**The metal 1 layer**

Bar = 20 µm.
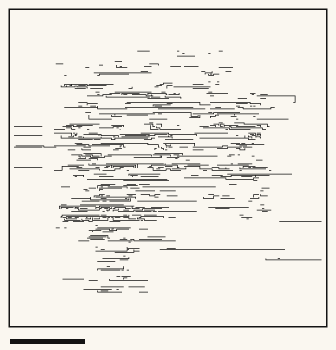
**The metal 2 layer**

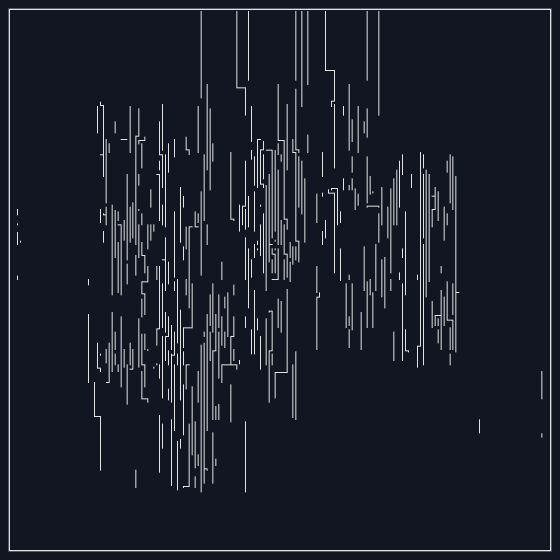
**M3 wires**

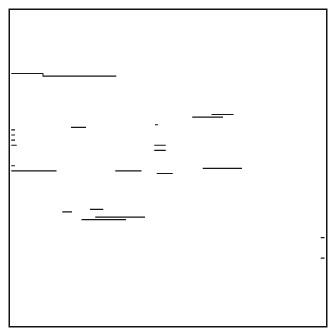
[src/rtl/music_player_ctrl.sv]
// music_player_ctrl: turns debounced button pulses into run/song/direction/speed/flush
// controls for the song_reader/note_player chain.
// Optional feature macro: AUTO_ADVANCE_EN. When it is defined, the end of a song moves on
// to the next song. When it is not defined, the same song rewinds to its start and pauses.
module music_player_ctrl #(
  parameter int unsigned NUM_SONGS    = 4,
  parameter int unsigned SONG_W       = 2,
  parameter int unsigned FLUSH_CYCLES = 16,
  parameter int unsigned SEEK_BEATS   = 8
) (
  input  logic              clk,
  input  logic              reset,
  input  logic              play_button,
  input  logic              next_button,
  input  logic              rewind_button,
  input  logic              ff_button,
  input  logic              beat,
  input  logic              song_done,
  input  logic              song_start,
  output logic              play,
  output logic [SONG_W-1:0] song,
  output logic              reverse,
  output logic              speed_x2,
  output logic              player_reset,
  output logic [2:0]        state_dbg
);

  localparam int unsigned CNT_W   = 8;
  localparam int unsigned STATE_W = 3;
  // The flush counter runs from FLUSH_CYCLES-1 down to 0, which gives exactly FLUSH_CYCLES cycles.
  localparam logic [CNT_W-1:0]  FLUSH_LOAD = CNT_W'(FLUSH_CYCLES - 1);
  localparam logic [CNT_W-1:0]  SEEK_LOAD  = CNT_W'(SEEK_BEATS);
  localparam logic [SONG_W-1:0] LAST_SONG  = SONG_W'(NUM_SONGS - 1);

  typedef enum logic [STATE_W-1:0] {
    PAUSED   = 3'd0,
    PLAYING  = 3'd1,
    FLUSH    = 3'd2,
    SEEK_FWD = 3'd3,
    SEEK_REV = 3'd4
  } state_t;

  state_t            state_q, state_d;
  logic              ret_play_q, ret_play_d;
  logic [SONG_W-1:0] song_q, song_d, song_inc;
  logic [CNT_W-1:0]  flush_cnt_q, flush_cnt_d;
  logic [CNT_W-1:0]  seek_cnt_q, seek_cnt_d;
  logic              flush_go, flush_adv, flush_ret_play;
  logic              eos_adv, eos_ret_play;

  assign song_inc = (song_q == LAST_SONG) ? '0 : song_q + SONG_W'(1);

  // End-of-song policy: either advance and keep playing, or rewind the same song and stop.
`ifdef AUTO_ADVANCE_EN
  assign eos_adv      = 1'b1;
  assign eos_ret_play = 1'b1;
`else
  assign eos_adv      = 1'b0;
  assign eos_ret_play = 1'b0;
`endif

  // Next-state logic. Buttons take priority as next > play > rewind > ff, and status inputs come after the buttons.
  always_comb begin
    state_d        = state_q;
    ret_play_d     = ret_play_q;
    song_d         = song_q;
    flush_cnt_d    = flush_cnt_q;
    seek_cnt_d     = seek_cnt_q;
    flush_go       = 1'b0;
    flush_adv      = 1'b0;
    flush_ret_play = 1'b0;

    case (state_q)
      PAUSED: begin
        if (next_button) begin
          flush_go  = 1'b1;
          flush_adv = 1'b1;
        end else if (play_button) begin
          state_d = PLAYING;
        end
      end
      PLAYING: begin
        if (next_button) begin
          flush_go       = 1'b1;
          flush_adv      = 1'b1;
          flush_ret_play = 1'b1;
        end else if (play_button) begin
          state_d = PAUSED;
        end else if (rewind_button) begin
          state_d = SEEK_REV;
        end else if (ff_button) begin
          state_d    = SEEK_FWD;
          seek_cnt_d = SEEK_LOAD;
        end else if (song_done) begin
          flush_go       = 1'b1;
          flush_adv      = eos_adv;
          flush_ret_play = eos_ret_play;
        end
      end
      FLUSH: begin
        if (next_button) begin
          song_d      = song_inc;
          flush_cnt_d = FLUSH_LOAD;
        end else if (flush_cnt_q == '0) begin
          state_d = ret_play_q ? PLAYING : PAUSED;
        end else begin
          flush_cnt_d = flush_cnt_q - CNT_W'(1);
        end
      end
      SEEK_FWD: begin
        if (next_button) begin
          flush_go       = 1'b1;
          flush_adv      = 1'b1;
          flush_ret_play = 1'b1;
        end else if (play_button) begin
          state_d = PAUSED;
        end else if (rewind_button) begin
          state_d = SEEK_REV;
        end else if (ff_button) begin
          seek_cnt_d = SEEK_LOAD;
        end else if (song_done) begin
          flush_go       = 1'b1;
          flush_adv      = eos_adv;
          flush_ret_play = eos_ret_play;
        end else if (beat) begin
          if (seek_cnt_q <= CNT_W'(1)) begin
            state_d    = PLAYING;
            seek_cnt_d = '0;
          end else begin
            seek_cnt_d = seek_cnt_q - CNT_W'(1);
          end
        end
      end
      SEEK_REV: begin
        if (next_button) begin
          flush_go       = 1'b1;
          flush_adv      = 1'b1;
          flush_ret_play = 1'b1;
        end else if (play_button) begin
          state_d = PAUSED;
        end else if (rewind_button || ff_button || song_start) begin
          state_d = PLAYING;
        end
      end
      default: state_d = PAUSED;
    endcase

    if (flush_go) begin
      state_d     = FLUSH;
      ret_play_d  = flush_ret_play;
      flush_cnt_d = FLUSH_LOAD;
      seek_cnt_d  = '0;
      if (flush_adv) song_d = song_inc;
    end
  end

  // State and counter registers, with outputs decoded from the next state so that they are registered.
  always_ff @(posedge clk or negedge reset) begin
    if (!reset) begin
      state_q      <= PAUSED;
      ret_play_q   <= 1'b0;
      song_q       <= '0;
      flush_cnt_q  <= '0;
      seek_cnt_q   <= '0;
      play         <= 1'b0;
      song         <= '0;
      reverse      <= 1'b0;
      speed_x2     <= 1'b0;
      player_reset <= 1'b0;
      state_dbg    <= '0;
    end else begin
      state_q      <= state_d;
      ret_play_q   <= ret_play_d;
      song_q       <= song_d;
      flush_cnt_q  <= flush_cnt_d;
      seek_cnt_q   <= seek_cnt_d;
      play         <= (state_d == PLAYING) || (state_d == SEEK_FWD) || (state_d == SEEK_REV);
      song         <= song_d;
      reverse      <= (state_d == SEEK_REV);
      speed_x2     <= (state_d == SEEK_FWD);
      player_reset <= (state_d == FLUSH);
      state_dbg    <= STATE_W'(state_d);
    end
  end

endmodule

[config.mk]
export PLATFORM = sky130hd
export DESIGN_NAME = music_player_ctrl
export DESIGN_NICKNAME = d
export VERILOG_FILES = /design/src/rtl/music_player_ctrl.sv
export SDC_FILE = /design/constraint.sdc
export NUM_CORES = 1
export LEC_CHECK = 0
export CORE_MARGIN = 8
export CORE_UTILIZATION = 35
export DETAILED_ROUTE_END_ITERATION = 10
export HOLD_SLACK_MARGIN = 0.02
export SETUP_SLACK_MARGIN = 0.4
export SYNTH_ARGS = -nofsm -noshare
export SYNTH_HDL_FRONTEND = slang
export SYNTH_SLANG_ARGS = --single-unit
[constraint.sdc]
create_clock -name clk -period 3.1 [get_ports clk]
set_input_delay 0.62 -clock clk [delete_from_list [all_inputs] [get_ports clk]]
set_output_delay 0.62 -clock clk [all_outputs]
set_load 0.005 [all_outputs]
==> results.txt <==
impl run done, here's what came out: Hold Path Depth 1, worst path arrival time 2480 ps, ys flops 26, met2 usage 17.1%, Synthesis Warnings 0, initial detailed-routing violation count 66, Crit. End Element flop, Ports 18, Comb/total area 47.5%, total CTS buffers 3, CTS Buffer Depth 2, number of logic gates 134, total number of vias 1433, Final HPWL DP 2.83 mm, setup violators final 0, Placeable Area 0.00438 mm², Non-CTS inverters 7, # H-tree levels 1, Chip Area, Yosys 0.00161 mm², Worst R2R Setup Slack approximately 1000 ps, run status finished clean, Top Layer Used met4, Adder Share, Synth 3.11%, Max Clock Freq ~430 MHz, Syn Nets 185, gr busiest metal met2
Notes on 'the metal 1 layer' above:
- main direction: horizontal
- nets with wire on the layer: 188
- longest straight run: 33.1 µm
- share of all routed wire: 48%

Notes on 'the metal 2 layer' above:
- wire length on this layer: 1850 µm
- nets with wire on the layer: 173
- main direction: vertical
- share of all routed wire: 48%

Notes on 'M3 wires' above:
- wire length on this layer: 119 µm
- main direction: horizontal

==> stage by stage <==
step / cell area (µm²) / util [%]
6_report: 1920 / 43.7
3_5_place_dp: 1840 / 42.1
5_1_grt: 1920 / 43.7
2_1_floorplan: 1610 / -
4_1_cts: 1920 / 43.7
3_3_place_gp: 1840 / 42.1
==> report_power, final <==
| part | internal, mW | switching, mW | total (mW) | leakage (nW) |
|---|---|---|---|---|
| Sequential | 0.413 | 0.0973 | 0.511 | 0.331 |
| Clock | 0.173 | 0.114 | 0.287 | 0.0357 |
| Combinational | 0.223 | 0.215 | 0.438 | 0.396 |
| Total | 0.809 | 0.426 | 1.24 | 0.763 |
==> flip-flops by register name, indices dropped and copies added, names as in the netlist, 2 cells and up <==
register / cells
flush_cnt_q: 8
state_q: 3
seek_cnt_q: 8
song_q: 2
Power figures rest on the tool's default switching activity, not on a simulated workload.
